File: config.mk
export PLATFORM = sky130hd
export DESIGN_NAME = irq_pending_collector
export DESIGN_NICKNAME = d
export VERILOG_FILES = /design/src/rtl/irq_pending_collector_pkg.sv /design/src/rtl/irq_edge_capture.sv /design/src/rtl/irq_pending_collector.sv
export SDC_FILE = /design/constraint.sdc
export NUM_CORES = 1
export LEC_CHECK = 0
export ABC_AREA = 1
export CORE_AREA = 2 2 82 84
export CTS_CLUSTER_DIAMETER = 120
export DETAILED_ROUTE_END_ITERATION = 8
export DIE_AREA = 0 0 84 86
export HOLD_SLACK_MARGIN = 0.03
export PLACE_DENSITY = 0.69
export SYNTH_ARGS = -nofsm -noshare
export SYNTH_HDL_FRONTEND = slang
export SYNTH_SLANG_ARGS = --single-unit
export TNS_END_PERCENT = 100
File: constraint.sdc
create_clock -name clk -period 2.4 [get_ports clk]
set_input_delay 0.48 -clock clk [delete_from_list [all_inputs] [get_ports clk]]
set_output_delay 0.48 -clock clk [all_outputs]
set_load 0.03 [all_outputs]
File: src/rtl/irq_pending_collector_pkg.sv
// irq_pending_collector_pkg: shared sizing constants and FSM state type.
// Rev 1.0
`default_nettype none

package irq_pending_collector_pkg;
  localparam int IRQ_N    = 16;
  localparam int IRQ_ID_W = 4;

  typedef enum logic [1:0] {
    IDLE  = 2'd0,
    OFFER = 2'd1,
    GAP   = 2'd2
  } state_t;
endpackage

`default_nettype wire

File: src/rtl/irq_edge_capture.sv
// irq_edge_capture: rise detect, pending register with set-over-clear, lost-edge detect.
// Rev 1.0
`default_nettype none

module irq_edge_capture
  import irq_pending_collector_pkg::*;
#(
  parameter int N    = IRQ_N,
  parameter int ID_W = IRQ_ID_W
) (
  input  logic            clk,
  input  logic            reset,
  input  logic [N-1:0]    irq_in,
  input  logic [N-1:0]    edge_mode,
  input  logic            clr_valid,
  input  logic [ID_W-1:0] clr_id,
  output logic [N-1:0]    pending_next,
  output logic            lost_evt
);
  logic [N-1:0] irq_prev;
  logic [N-1:0] pending;
  logic [N-1:0] rise;
  logic [N-1:0] clr_mask;

  assign rise     = irq_in & ~irq_prev;
  assign clr_mask = clr_valid ? (N'(1) << clr_id) : '0;

  // Edge lines: a rise always wins over the acknowledge clear; level lines follow irq_in.
  assign pending_next = (edge_mode & (rise | (pending & ~clr_mask)))
                      | (~edge_mode & irq_in);

  assign lost_evt = |(edge_mode & rise & pending & ~clr_mask);

  always_ff @(posedge clk or posedge reset) begin
    if (reset) begin
      irq_prev <= '0;
      pending  <= '0;
    end else begin
      irq_prev <= irq_in;
      pending  <= pending_next;
    end
  end
endmodule

`default_nettype wire

File: src/rtl/irq_pending_collector.sv
// irq_pending_collector: feeds the external priority encoder and offers its result as a valid/ready request.
// Rev 1.0
`default_nettype none

module irq_pending_collector
  import irq_pending_collector_pkg::*;
#(
  parameter int N    = IRQ_N,
  parameter int ID_W = IRQ_ID_W
) (
  input  logic            clk,
  input  logic            reset,
  input  logic [N-1:0]    irq_in,
  input  logic [N-1:0]    irq_mask,
  input  logic [N-1:0]    edge_mode,
  output logic [N-1:0]    pend_vec,
  output logic            pend_any,
  input  logic [ID_W-1:0] enc_id,
  output logic            req_valid,
  output logic [ID_W-1:0] req_id,
  input  logic            req_ready,
  output logic            lost_any,
  input  logic            lost_clr
);
  state_t         state;
  logic           handshake;
  logic           lost_evt;
  logic [N-1:0]   pending_next;

  assign handshake = (state == OFFER) && req_ready;
  assign pend_any  = |pend_vec;

  irq_edge_capture #(
    .N    (N),
    .ID_W (ID_W)
  ) u_capture (
    .clk          (clk),
    .reset        (reset),
    .irq_in       (irq_in),
    .edge_mode    (edge_mode),
    .clr_valid    (handshake),
    .clr_id       (req_id),
    .pending_next (pending_next),
    .lost_evt     (lost_evt)
  );

  // pend_vec loads alongside pending so the encoder sees a capture on the same edge.
  always_ff @(posedge clk or posedge reset) begin
    if (reset) begin
      pend_vec <= '0;
      lost_any <= 1'b0;
    end else begin
      pend_vec <= pending_next & irq_mask;
      if (lost_evt)
        lost_any <= 1'b1;
      else if (lost_clr)
        lost_any <= 1'b0;
    end
  end

  always_ff @(posedge clk or posedge reset) begin
    if (reset) begin
      state     <= IDLE;
      req_valid <= 1'b0;
      req_id    <= '0;
    end else begin
      case (state)
        IDLE: begin
          if (pend_any) begin
            req_id    <= enc_id;
            req_valid <= 1'b1;
            state     <= OFFER;
          end
        end
        OFFER: begin
          if (req_ready) begin
            req_valid <= 1'b0;
            state     <= GAP;
          end
        end
        GAP: begin
          state <= IDLE;
        end
        default: begin
          req_valid <= 1'b0;
          state     <= IDLE;
        end
      endcase
    end
  end
endmodule

`default_nettype wire

pins.png
Scale: 6 px per um. Pins as bars across the die edge, other pins in gray.
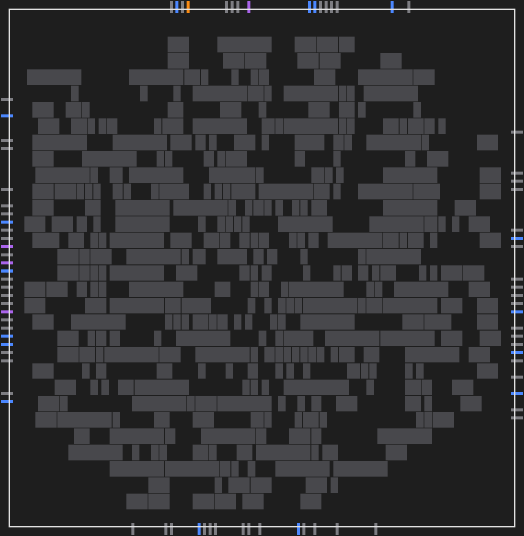
color	port	pins	direction	edge
orange	req_valid	1	output	top
purple	req_id	4	output	3 left, 1 top
blue	irq_mask	16	input	6 left, 4 right, 4 top, 2 bottom

met2.png
Scale: 6 px per um.
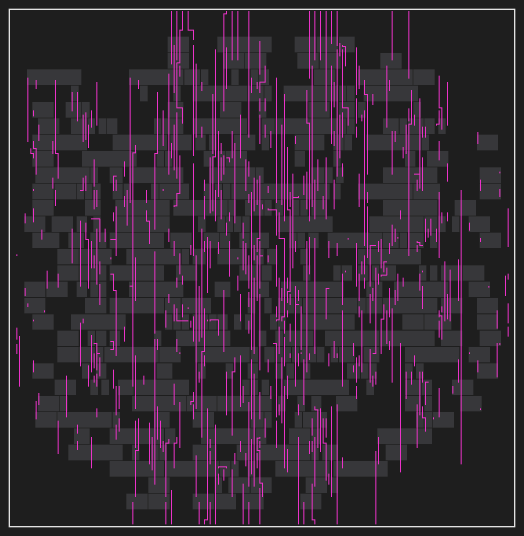
main direction	vertical
wire length on this layer	2580 um
nets with wire on the layer	347
longest straight run	45.6 um
WL final: 5730 um
vias post-DR: 2118

final_congestion.png
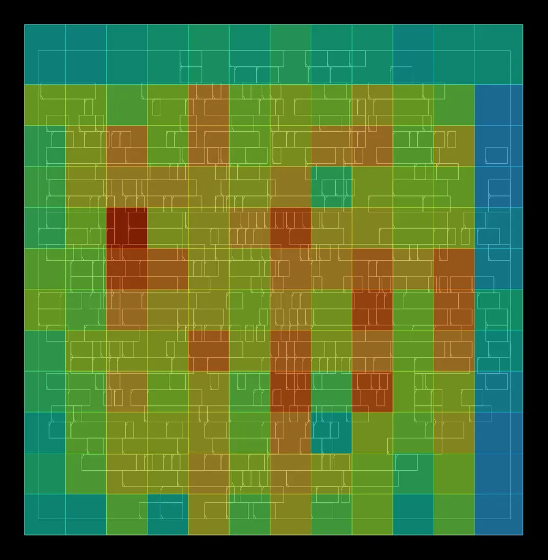
M2 GR Usage: 27.3%
final core area utilization: 55.3%
met3 GRT Util: 4.91%
overall routing resource usage: 17.0%

met3.png
Scale: 6 px per um.
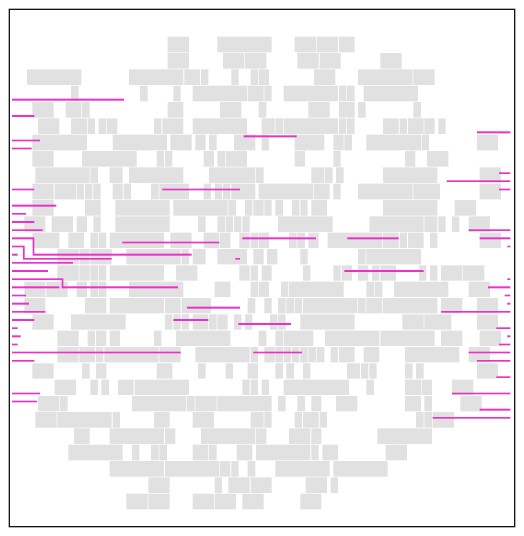
main direction	horizontal
wire length on this layer	401 um
nets with wire on the layer	54
share of all routed wire	7.0%
longest straight run	27.8 um

==> out/results.ini <==
[synth]
synth_cell_types = 22
synth_area_per_cell_um2 = 8.84
edf_count = 0
synth_area_um2 = 2440
compound_area_share_pct = 8.21
ys_chip_area_um2 = 2440
area_leaders = dfrtp_1 57%, nand2_1 14%, nand3_1 4.5%
top_logic_kind = simple AND/OR/NAND/NOR gates
top_cells_by_count = 91 x nand2_1, 56 x dfrtp_1, 26 x inv_1, 22 x nand3_1, 20 x nor2_1
fp_nets = 332
ys_ff = 56
ys_sh_adder_pct = 0
top_area_cell = dfrtp_1
seq_area_frac_synth_pct = 57.5
mux_share_pct = 0

[cts]
cts_hold_buf = 0
clk_latency_ns = 0.30
cts_setup_buffers = 0
path_clk_slew_ns = 0.09
post_cts_resized = 2
cts_sinks = 56
clock_path_buffers = 2
cts_tree = yes

[power_and_ir_drop]
seq_power_share_pct = 46.5
power_leader = registers
p_clk_w = 0.000590
powerComb_w = 0.000787
vdd_ir_drop_max_mv = 0.476
p_comb_share_pct = 30.6
leakage_nw = 1.61
p_int_w = 0.00170
pwr-share-clk_pct = 22.9
p_sw_w = 0.000879
swShare_pct = 34.1

[floorplanning]
row_count = 29
die_h_um = 86
well_tap_count = 77
fp.dieArea_um2 = 7220
core_um2 = 6280
io-pin-count = 79
die_w_um = 84

[placement]
placed_area_um2 = 3350
routabilityCongestion = 0.822
place_hpwl_um = 4740
port_buffers = 78

[finish]
fillers = 579
mostFrequentLayoutCells = 91 x nand2_1, 77 x clkdlybuf4s50_1, 56 x dfrtp_1, 25 x inv_1, 22 x nand3_1
clk_share_pct = 3.10
final.clkbuf_count = 6
layout_top_cell = nand2_1
stdcell_area_um2 = 3470
reg_top3 = pend_vec: 16 flops, u_capture.irq_prev: 16 flops, u_capture.pending: 16 flops
dominant_cells = registers
logic_area_um2 = 933
flop_area_um2 = 1400
syn_to_final_growth_pct = 42.2
diodes = 0
layout-drive-gt1-share_pct = 5.46
ff_count = 56
logic_gates = 189
comb-cell-share_pct = 26.9
inv_count = 31

[sta]
rsz0062_at_grt = no
slew_headroom_pct = 75.2
finalClockPeriodUsage_pct = 85.8
finClkSkew_ns = 0.00730
worst_slew_pin_slew_ns = 0.369
fin_ws_ns = 0.341
setup_viol = 0
max_freq_mhz = 486
fin_tns_setup_ns = 0
maxSlewViolCount = 0

[route]
ant_nets = 0
via_per_inst = 4.78
dr_wl_met2_um = 2580
dr.max_layer_used = met4
dr_wl_met3_um = 401
wl_per_cell_um = 12.9
firstDrtPassIters = 4
wl_met1_um = 2700

[worst_setup_path]
path_buffers = 1
cp-startpoint = req_id[3]
path_max_fanout = 7
r2r_end = state[0]
worstPathRequired_ns = 1.92
reg2reg_from = pend_vec[9]
critical-path-top-delay-family = buffers and inverters
cpMaxStageDelayCell = clkdlybuf4s50_1
cp_num_cells = 1
worstRegToRegCells = 5
ff2ff_setup_slack_ns = 0.84
path_cells = clkdlybuf4s50_1
worstSetupPathType = flip-flop to output port
crit_arrival_ns = 1.58
slowest_delay_ns = 0.74

[flow_run]
tool_warnings = 26
max_cap_violations = 0

[global_route]
antenna_found_initial = 0
grt_use_met1_pct = 22.9
grt_pass1_wl_um = 9780
grt_pass1_vias = 2100
overflow = 0
busiest_layer = met2
grt_max_degree = 22

[run_status]
status = finished clean

[worst_hold_path]
hp-class = primary input to asynchronous set/reset pin

Power figures rest on the tool's default switching activity, not on a simulated workload.
